`config.mk`:
```
export PLATFORM = sky130hd
export DESIGN_NAME = mmss_timer
export DESIGN_NICKNAME = d
export VERILOG_FILES = /design/src/rtl/mmss_timer.sv
export SDC_FILE = /design/constraint.sdc
export NUM_CORES = 1
export LEC_CHECK = 0
export ABC_CLOCK_PERIOD_IN_PS = 3250
export CORE_AREA = 2 2 70 72
export CTS_CLUSTER_SIZE = 16
export DETAILED_ROUTE_END_ITERATION = 10
export DIE_AREA = 0 0 72 74
export PLACE_DENSITY = 0.79
export RECOVER_POWER = 100
export SLEW_MARGIN = 20
export SYNTH_ARGS = -nofsm -noshare
export SYNTH_HDL_FRONTEND = slang
export SYNTH_SLANG_ARGS = --single-unit
```
`constraint.sdc`:
```
create_clock -name clk -period 3.25 [get_ports clk]
set_clock_uncertainty 0.2 [all_clocks]
set_input_delay 0.4875 -clock clk [delete_from_list [all_inputs] [get_ports clk]]
set_output_delay 0.4875 -clock clk [all_outputs]
set_load 0.01 [all_outputs]
```
`src/rtl/mmss_timer.sv`:
```
// BCD minutes:seconds stopwatch / countdown timer driven by an edge-detected slow
// time base; exposes the count plus running/done status for the display stage.
module mmss_timer #(
    parameter int MIN_MAX      = 59,
    parameter bit TICK_ON_BOTH = 1'b0
) (
    input  logic        clk,
    input  logic        rst,
    input  logic        tick_src,
    input  logic        start,
    input  logic        stop,
    input  logic        clear,
    input  logic        load,
    input  logic [15:0] load_val,
    input  logic        mode,
    output logic [15:0] bcd,
    output logic        tick,
    output logic        running,
    output logic        done
);

    localparam logic [7:0] MIN_BCD = {4'(MIN_MAX / 10), 4'(MIN_MAX % 10)};

    typedef enum logic [1:0] {IDLE, RUN, PAUSE, DONE} state_t;

    state_t      state, next_state;
    logic        tick_q;
    logic [15:0] bcd_next, up_val, down_val;
    logic        load_ok, start_ok;

    always_ff @(posedge clk or posedge rst) begin
        if (rst) tick_q <= 1'b0;
        else     tick_q <= tick_src;
    end

    assign tick = TICK_ON_BOTH ? (tick_src ^ tick_q) : (tick_src & ~tick_q);

    // Minutes compare as an 8-bit BCD byte once both digits are known to be decimal.
    assign load_ok = (load_val[3:0] <= 4'd9) && (load_val[7:4] <= 4'd5) &&
                     (load_val[11:8] <= 4'd9) && (load_val[15:12] <= 4'd9) &&
                     (load_val[15:8] <= MIN_BCD);
    assign start_ok = !(mode && (bcd == 16'h0000));

    always_comb begin
        up_val = bcd;
        if (bcd[15:8] == MIN_BCD && bcd[7:0] == 8'h59) begin
            up_val = 16'h0000;
        end else if (bcd[3:0] != 4'd9) begin
            up_val[3:0] = bcd[3:0] + 4'd1;
        end else begin
            up_val[3:0] = 4'd0;
            if (bcd[7:4] != 4'd5) begin
                up_val[7:4] = bcd[7:4] + 4'd1;
            end else begin
                up_val[7:4] = 4'd0;
                if (bcd[11:8] != 4'd9) begin
                    up_val[11:8] = bcd[11:8] + 4'd1;
                end else begin
                    up_val[11:8]  = 4'd0;
                    up_val[15:12] = bcd[15:12] + 4'd1;
                end
            end
        end
    end

    always_comb begin
        down_val = bcd;
        if (bcd == 16'h0000) begin
            down_val = 16'h0000;
        end else if (bcd[3:0] != 4'd0) begin
            down_val[3:0] = bcd[3:0] - 4'd1;
        end else begin
            down_val[3:0] = 4'd9;
            if (bcd[7:4] != 4'd0) begin
                down_val[7:4] = bcd[7:4] - 4'd1;
            end else begin
                down_val[7:4] = 4'd5;
                if (bcd[11:8] != 4'd0) begin
                    down_val[11:8] = bcd[11:8] - 4'd1;
                end else begin
                    down_val[11:8]  = 4'd9;
                    down_val[15:12] = bcd[15:12] - 4'd1;
                end
            end
        end
    end

    always_comb begin
        // NOTE: both outputs get a default first so no branch can infer a latch.
        next_state = state;
        bcd_next   = bcd;
        case (state)
            IDLE, PAUSE: begin
                if (clear) begin
                    next_state = IDLE;
                    bcd_next   = 16'h0000;
                end else if (stop) begin
                    next_state = state;
                end else if (start) begin
                    if (start_ok) next_state = RUN;
                end else if (load && load_ok) begin
                    bcd_next = load_val;
                end
            end
            RUN: begin
                if (clear) begin
                    next_state = IDLE;
                    bcd_next   = 16'h0000;
                end else begin
                    if (tick) bcd_next = mode ? down_val : up_val;
                    // Reaching zero wins over a same-edge stop.
                    if (tick && mode && down_val == 16'h0000) next_state = DONE;
                    else if (stop)                             next_state = PAUSE;
                end
            end
            DONE: begin
                if (clear) begin
                    next_state = IDLE;
                    bcd_next   = 16'h0000;
                end else if (stop) begin
                    next_state = DONE;
                end else if (start) begin
                    next_state = IDLE;
                end else if (load) begin
                    next_state = IDLE;
                    if (load_ok) bcd_next = load_val;
                end
            end
            default: next_state = IDLE;
        endcase
    end

    // NOTE: registered state uses non-blocking assignments so all flops update together.
    always_ff @(posedge clk or posedge rst) begin
        if (rst) begin
            state   <= IDLE;
            bcd     <= 16'h0000;
            running <= 1'b0;
            done    <= 1'b0;
        end else begin
            state   <= next_state;
            bcd     <= bcd_next;
            running <= (next_state == RUN);
            done    <= (next_state == DONE);
        end
    end

endmodule

```
==> results_slide.txt, run 1 <==
Run Summary

Status
  – Status: complete, no violations

Placement
  – Detail Placement HPWL: ~5100 microns
  – GP Congestion: between 0.9 and 1

Layout
  – Top reg by flops: bcd

Final timing
  – Crit share post-route: 86.6%
  – WHS: slightly above 0.4 ns
  – Rel. slew slack: 43.8%

Drt
  – Residual DRC: 0
  – Metal3 WL: approximately 600 microns
  – DRT antenna net count: 0

Global route
  – Grt met2 use: between 40% and 50%
  – Met3 usage: approximately 1.8%
  – Initial antenna violation count: 0

Synthesis
  – Mapped Nets: between 300 and 400
  – Synth Seq Share: approximately 22%
  – Yosys stat area: 0.00237 sq mm
  – Avg Inst Size Synth: approximately 8.2 sq um

Clock tree
  – Setup bufs post-CTS: 0

Critical path
  – Slowest-stage cell, CP: or3b_1
  – R2R Path End: bcd[13]$_DFFE_PP0P_
  – CP endpoint kind: flip-flop
  – FF-to-FF path depth: 7
  – Slack of the worst reg-to-reg path: about 0.43 ns

Floorplan
  – Die X: between 70 and 80 microns
  – Core Box Area: about 0.0046 sq mm

Pwr
  – PwrDens: 399 mW/mm^2
run 1: where the power goes:
group | leakage, nW | internal (mW) | switching (mW) | total, mW
Sequential | 0.273 | 0.292 | 0.0827 | 0.374
Clock | 0.0228 | 0.0876 | 0.0920 | 0.180
Combinational | 0.863 | 0.261 | 0.313 | 0.574
run 1: worst max path at each step:
stage,from,end,cells after the start
floorplan,bcd[4]$_DFFE_PP0P_,bcd[13]$_DFFE_PP0P_,9
global placement,tick_src,bcd[6]$_DFFE_PP0P_,6
detailed placement,tick_src,bcd[6]$_DFFE_PP0P_,6
CTS,bcd[1]$_DFFE_PP0P_,running$_DFF_PP0_,7
global route,bcd[1]$_DFFE_PP0P_,state[0]$_DFF_PP0_,7
finish,bcd[5]$_DFFE_PP0P_,bcd[13]$_DFFE_PP0P_,7
run 1: per-stage QoR:
stage | util [%] | worst slack (ns)
3_5_place_dp | 61.1 | 0.391
6_report | 61.5 | 0.434
5_1_grt | 61.5 | 0.280
2_1_floorplan | - | 0.750
4_1_cts | 62.1 | 0.535
3_3_place_gp | 61.1 | 0.413
run 1: layout make-up:
class	instances	area [sq um]	area share, %
clock buffers	4	45.0	1.59
inverters	15	56.3	1.99
multi-input cells	230	1670	58.9
flip-flops and latches	21	526	18.6
well taps	54	67.6	2.39
repair buffers	50	469	16.6
run 1: logic make-up (layout without fill, tap and decap cells):
| group | after synthesis | after routing | share of synthesized area [%] |
|---|---|---|---|
| compound gates | 89 | 89 | 26.6 |
| xor+xnor | 8 | 8 | 2.95 |
| fa+ha+maj | 13 | 13 | 6.85 |
| buf+inv | 38 | 69 | 7.06 |
| flops | 21 | 21 | 22.1 |
| mux | 16 | 16 | 7.32 |
| simple gates | 104 | 104 | 27.1 |
Fig. 1: run 1, clock routing
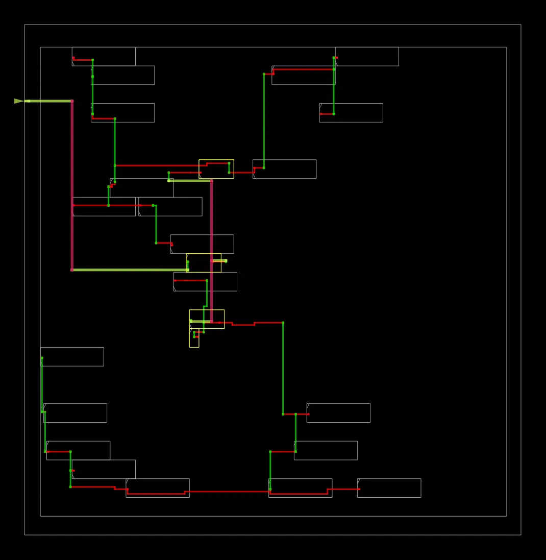
flop count: 21
cts bufs inserted: 3
CTS Sinks: 21

Fig. 2: run 1, metal layers overlaid
Two of the layers only.
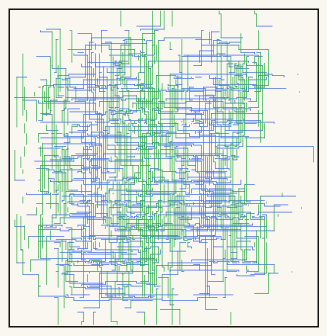
| color | layer | wire length |
|---|---|---|
| blue | met1 | 2950 microns |
| green | met2 | 3180 microns |
final WL: 6950 microns
Wirelength per Cell: 18.6 microns
via count: 2510

Fig. 3: run 1, where the registers sit
The bar under the picture is 20 microns long.
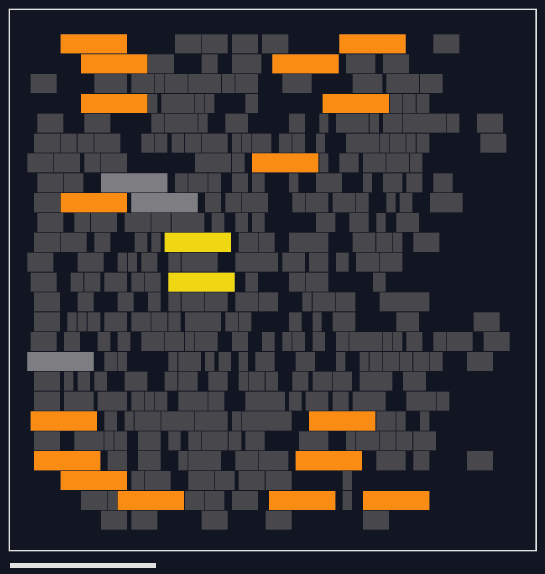
| color | netlist name | sequential cells |
|---|---|---|
| yellow | `state` | 2 |
| orange | `bcd` | 16 |
Final Util: 61.5%
sequential power: 0.374 mW
Seq area share: 18.6%
Reg area: 526 sq um

Fig. 4: run 1, layout detail
Window x 0 to 40, y 34 to 74 microns. Cells in gray, sequential cells in the stronger gray; small squares are vias.
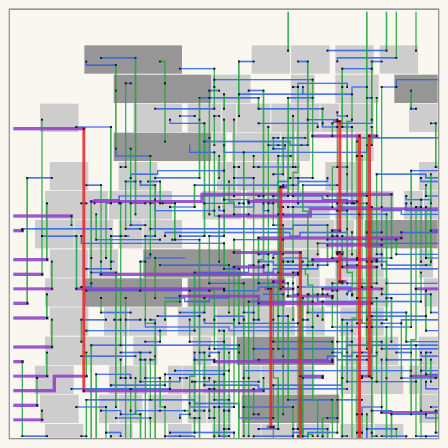
| color | layer |
|---|---|
| green | met2 |
| red | met4 |
| purple | met3 |
| blue | met1 |
cells with their middle in the window: 112
most frequent: clkdlybuf4s50_1 (12), o21ai_0 (9), dfrtp_1 (9)
netlist names of flops here include: `bcd` (5), `state` (2)
sequential cells in the window: 9

Fig. 5: run 1, nets reached from selected ports
The bar under the picture is 20 microns long.
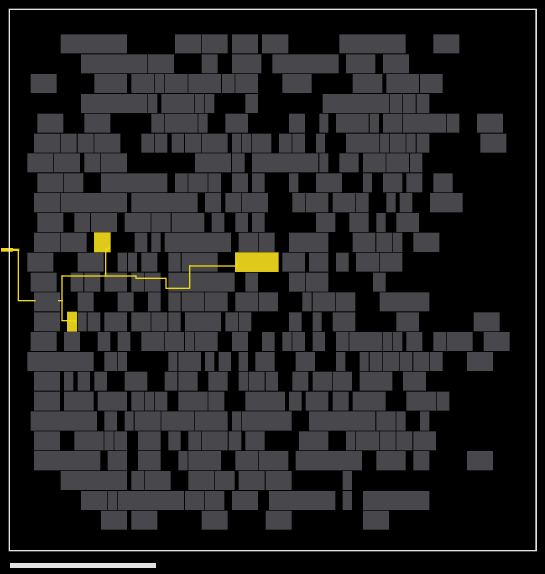

==> run 2: changes to the inputs <==
--- a/config.mk
+++ b/config.mk
@@ -5,7 +5,7 @@
 export SDC_FILE = /design/constraint.sdc
 export NUM_CORES = 1
 export LEC_CHECK = 0
-export ABC_CLOCK_PERIOD_IN_PS = 3250
+export ABC_CLOCK_PERIOD_IN_PS = 3120
 export CORE_AREA = 2 2 70 72
 export CTS_CLUSTER_SIZE = 16
 export DETAILED_ROUTE_END_ITERATION = 10
==> constraint.sdc (replaced) <==
create_clock -name clk -period 3.12 [get_ports clk]
set_clock_uncertainty 0.2 [all_clocks]
set_input_delay 0.468 -clock clk [delete_from_list [all_inputs] [get_ports clk]]
set_output_delay 0.468 -clock clk [all_outputs]
set_load 0.01 [all_outputs]
Fig. 6: run 2, nets reached from selected ports
The bar under the picture is 20 microns long.
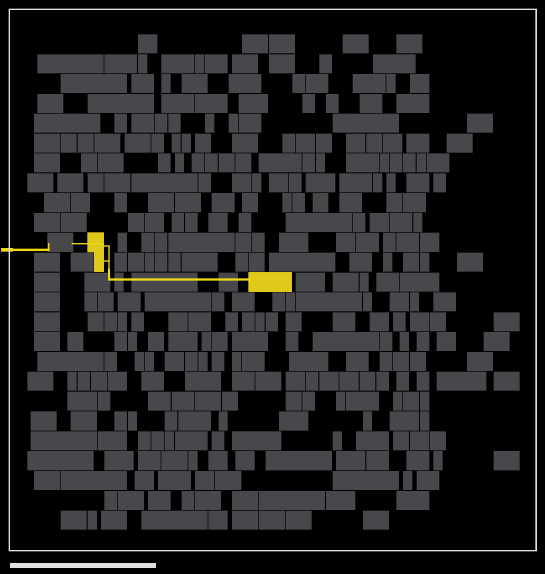
| color | port | bits | direction | edge | end cells | wire |
|---|---|---|---|---|---|---|
| yellow | `start` | 1 | input | left | 3 | 36.4 microns |
Ports: 43
I/O Buffers: 42

==> run 2 against run 1 <==
Net effect: sequential cell count did not move; final cell count rose by 1.1%; clock-buffer cell count did not move; final area rose by 1.2%; global-route usage rose by 1.2 points; register-to-register slack got worse by 0.14 ns; first-iteration DRC count rose by 27%; sequential share of layout area fell by 0.22 points; core utilization rose by 0.73 points; critical path type unchanged; highest routed layer unchanged.
==> results_slide.txt, run 2 <==
Run Summary

Final timing
  – Final Worst Setup Slack: 0.299 ns (was 0.434 ns)
  – Crit share post-route: 90.4% (was 86.6%)
  – Rel. slew slack: 42.0% (was 43.8%)

Synthesis
  – Largest logic family: simple AND/OR/NAND/NOR gates (unchanged)
  – Mux area share: 7.32% (unchanged)
  – Adder share: 6.85% (unchanged)
  – Yosys stat area: 0.00237 sq mm (unchanged)
  – Aoi share: 26.6% (unchanged)
  – Synth Seq Share: 22.1% (unchanged)

Layout
  – Reg area: 526 sq um (unchanged)
  – Top reg by flops: bcd (unchanged)
  – Combinational Area: 0.00168 sq mm (was 0.00167 sq mm)

Pwr
  – Combinational power share: 52.6% (was 50.9%)
  – Pint: 0.676 mW (was 0.641 mW)
  – NetSw: 0.529 mW (was 0.487 mW)
  – Clk power: 0.191 mW (was 0.180 mW)
  – PwrDens: 421 mW/mm^2 (was 399 mW/mm^2)
  – Clock network power share: 15.9% (about the same)
  – Switching Fraction: 43.9% (was 43.2%)

Placement
  – Detail Placement HPWL: 5280 microns (was 5150 microns)
  – Dpl ws: 0.384 ns (was 0.391 ns)

Floorplan
  – Die X: 72 microns (unchanged)
  – Core Box Area: 0.00460 sq mm (unchanged)

Critical path
  – FF-to-FF path depth: 8 (was 7)
  – Critical path depth in cells: 8 (was 7)
  – CP endpoint kind: flip-flop (unchanged)
  – Slack of the worst reg-to-reg path: 0.30 ns (was 0.43 ns)
  – R2R Path End: bcd[6]$_DFFE_PP0P_ (was bcd[13]$_DFFE_PP0P_)
  – Slowest-stage cell, CP: nor3b_4 (was or3b_1)

Clock tree
  – CTS Sinks: 21 (unchanged)
  – Setup bufs post-CTS: 0 (unchanged)
  – Cts bufs inserted: 3 (unchanged)

Drt
  – Wirelength per Cell: 18.9 microns (was 18.6 microns)
  – DRT antenna net count: 0 (unchanged)
  – Residual DRC: 0 (unchanged)
  – Via count: 2522 (was 2510)
  – Final WL: 7160 microns (was 6950 microns)

Status
  – Status: complete, no violations (unchanged)
run 2: cell count changes in the layout (fill, tap and decap cells not counted):
cell	before	now
buf_4	5	7
clkbuf_1	4	6
clkdlybuf4s50_1	23	24
dlygate4sd3_1	19	18
nor3_1	8	7
nor3_4	0	1
o21ai_0	20	19
o21ai_1	4	5
run 2: cells by family after synthesis:
kind of cell | count (synthesis)
multiplexers | 16
flip-flops | 21
XOR/XNOR | 8
AND-OR/OR-AND | 89
adder cells (fa/ha/maj) | 13
AND/OR/NAND/NOR | 104
buffers and inverters | 38
run 2: area by class of cell:
class / count / share of cell area, %
Sequential cell: 21 / 18.4
Inverter: 15 / 1.97
Clock buffer: 4 / 1.57
Timing Repair Buffer: 54 / 17.2
Tap cell: 54 / 2.36
Multi-Input combinational cell: 230 / 58.6
run 2: tightest hold or removal path: cells and delay by family, from the launching register on:
family	cells	cell delay (ns)
buf+inv	1	0.07
flops	1	0.35
mux	1	0.14
run 2: worst max path at each step:
stage	slack, ns	endpoint	start
global placement	0.41	bcd[5]$_DFFE_PP0P_	start
detailed placement	0.38	bcd[8]$_DFFE_PP0P_	start
floorplan	0.62	bcd[13]$_DFFE_PP0P_	bcd[4]$_DFFE_PP0P_
CTS	0.49	bcd[6]$_DFFE_PP0P_	bcd[9]$_DFFE_PP0P_
finish	0.30	bcd[6]$_DFFE_PP0P_	bcd[1]$_DFFE_PP0P_
global route	0.14	state[0]$_DFF_PP0_	bcd[9]$_DFFE_PP0P_
run 2: per-layer routing:
| metal | share of wire [%] | GRT usage, % | vias to the layer above |
|---|---|---|---|
| met5 | 0 | 0 | - |
| met3 | 9.8 | 3.93 | 21 |
| met4 | 2.6 | 10.9 | 0 |
| li1 | - | - | 1160 |
| met1 | 43 | 38.9 | 1178 |
| met2 | 45 | 44.9 | 163 |
Fig. 7: run 2, clock routing
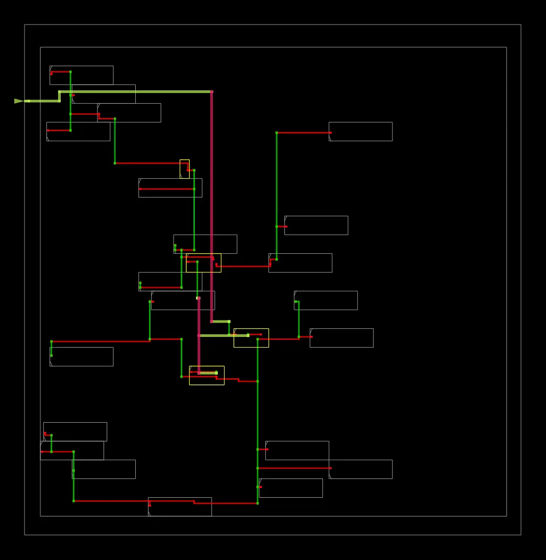

==> run 3: changes to the inputs <==
--- a/config.mk
+++ b/config.mk
@@ -12,6 +12,7 @@
 export DIE_AREA = 0 0 72 74
 export PLACE_DENSITY = 0.79
 export RECOVER_POWER = 100
+export REMOVE_ABC_BUFFERS = 1
 export SLEW_MARGIN = 20
 export SYNTH_ARGS = -nofsm -noshare
 export SYNTH_HDL_FRONTEND = slang
Fig. 8: run 3, clock routing
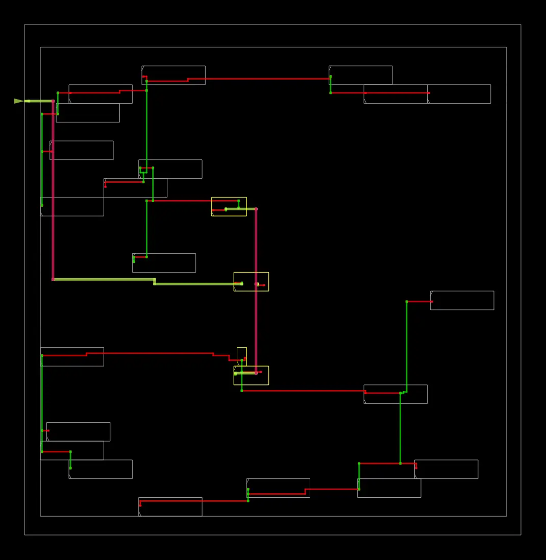
clk_lat worst skew: 0.27 ns
Clk power: 0.196 mW
clock buf count: 4

==> run 3 against run 2 <==
Net effect: non-clock buffer count unchanged; global-route usage fell by 0.23 points; power decreased by 0.96%; synthesized cell count is the same; sequential cell count unchanged; final area about the same; sequential share of layout area about the same; first-iteration DRC count down 4.0%; critical path type unchanged; final cell count stayed put; clock-buffer cell count unchanged.
==> results_slide.txt, run 3 <==
Run Summary

Critical path
  – Slowest-stage cell, CP: or3b_1 (was nor3b_4)
  – FF-to-FF path depth: 7 (was 8)
  – Slack of the worst reg-to-reg path: 0.34 ns (was 0.30 ns)
  – CP endpoint kind: flip-flop (unchanged)
  – Critical path depth in cells: 7 (was 8)

Synthesis
  – Mux area share: 7.32% (unchanged)
  – Avg Inst Size Synth: 8.22 sq um (unchanged)
  – Basic Gates by Area: 27.1% (unchanged)
  – Largest logic family: simple AND/OR/NAND/NOR gates (unchanged)
  – Max-area cell share: 22.1% (unchanged)
  – Yosys stat area: 0.00237 sq mm (unchanged)
  – Most common cell in the netlist: dfrtp_1 (unchanged)
  – XOR Share, Synth: 2.95% (unchanged)
  – Synth Seq Share: 22.1% (unchanged)
  – Aoi share: 26.6% (unchanged)
  – Unique masters post-synth: 62 (unchanged)
  – Adder share: 6.85% (unchanged)

Final timing
  – Crit share post-route: 89.2% (was 90.4%)
  – Rel. slew slack: 41.7% (was 42.0%)

Placement
  – Detail Placement HPWL: 5010 microns (was 5280 microns)
  – GP Congestion: 1.00 (was 0.958)
  – I/O Buffers: 42 (unchanged)

Drt
  – Post-Route M1 WL: 3170 microns (was 3060 microns)
  – Metal3 WL: 470 microns (was 699 microns)
  – Final WL: 6920 microns (was 7160 microns)
  – DRT antenna net count: 0 (unchanged)
  – Residual DRC: 0 (unchanged)
  – Wirelength per Cell: 18.3 microns (was 18.9 microns)
  – Detail Route met2 WL: 3190 microns (was 3220 microns)
  – Via count: 2436 (was 2522)

Floorplan
  – Ports: 43 (unchanged)
  – Die X: 72 microns (unchanged)
  – Core Box Area: 0.00460 sq mm (unchanged)

Clock tree
  – TritonCTS clock tree: yes (unchanged)
  – Cts bufs inserted: 3 (unchanged)
  – Setup bufs post-CTS: 0 (unchanged)
  – CTS Sinks: 21 (unchanged)
  – Resize count post-CTS: 0 (unchanged)

Status
  – Status: complete, no violations (unchanged)

Global route
  – M1 GR Usage: 41.1% (was 38.9%)
  – Initial antenna violation count: 0 (unchanged)
  – Grt met2 use: 43.5% (was 44.9%)
  – GR peak layer: met2 (unchanged)

Pwr
  – PwrDens: 417 mW/mm^2 (was 421 mW/mm^2)

Layout
  – Top reg by flops: bcd (unchanged)
run 3: cell counts after synthesis:
Identical to the previous run, type by type.
run 3: final timing paths:
kind,to,from
worst max-delay path,bcd[13]$_DFFE_PP0P_,bcd[9]$_DFFE_PP0P_
worst min-delay path,bcd[4]$_DFFE_PP0P_,bcd[4]$_DFFE_PP0P_
worst max register to register,bcd[13]$_DFFE_PP0P_,bcd[9]$_DFFE_PP0P_
worst min register to register,bcd[4]$_DFFE_PP0P_,bcd[4]$_DFFE_PP0P_
max in group asynchronous,state[1]$_DFF_PP0_,rst
min in group asynchronous,bcd[4]$_DFFE_PP0P_,rst
run 3: layout make-up:
cell class	instances	area (sq um)	area share, %
Multi-Input combinational cell	230	1670	58.3
Sequential cell	21	526	18.3
Timing Repair Buffer	54	499	17.4
Tap cell	54	67.6	2.36
Inverter	15	56.3	1.97
Clock buffer	4	45.0	1.57
run 3: metrics by stage:
| step | cell area [sq um] | hold WS, ns | utilization [%] | power [mW] | setup slack, ns |
|---|---|---|---|---|---|
| after floorplan | 2260 | 0.245 | - | 0.764 | 0.585 |
| after global placement | 2840 | 0.360 | 61.8 | 1.01 | 0.224 |
| after detailed placement | 2840 | 0.384 | 61.8 | 1.01 | 0.224 |
| after CTS | 2890 | 0.406 | 62.8 | 1.21 | 0.408 |
| after global routing | 2860 | 0.444 | 62.3 | 1.28 | 0.161 |
| final | 2860 | 0.400 | 62.3 | 1.19 | 0.336 |
run 3: tightest hold or removal path, stage by stage (launching register included):
cell,delay (ns)
dfrtp_1,0.39
inv_1,0.10
mux2i_1,0.08
run 3: report_power, final:
group / total, mW / internal (mW) / switching, mW
combinational: 0.615 / 0.284 / 0.331
sequential: 0.382 / 0.304 / 0.0783
clock: 0.196 / 0.0915 / 0.105
No activity file was given, so power comes from the tool's default toggle rates.
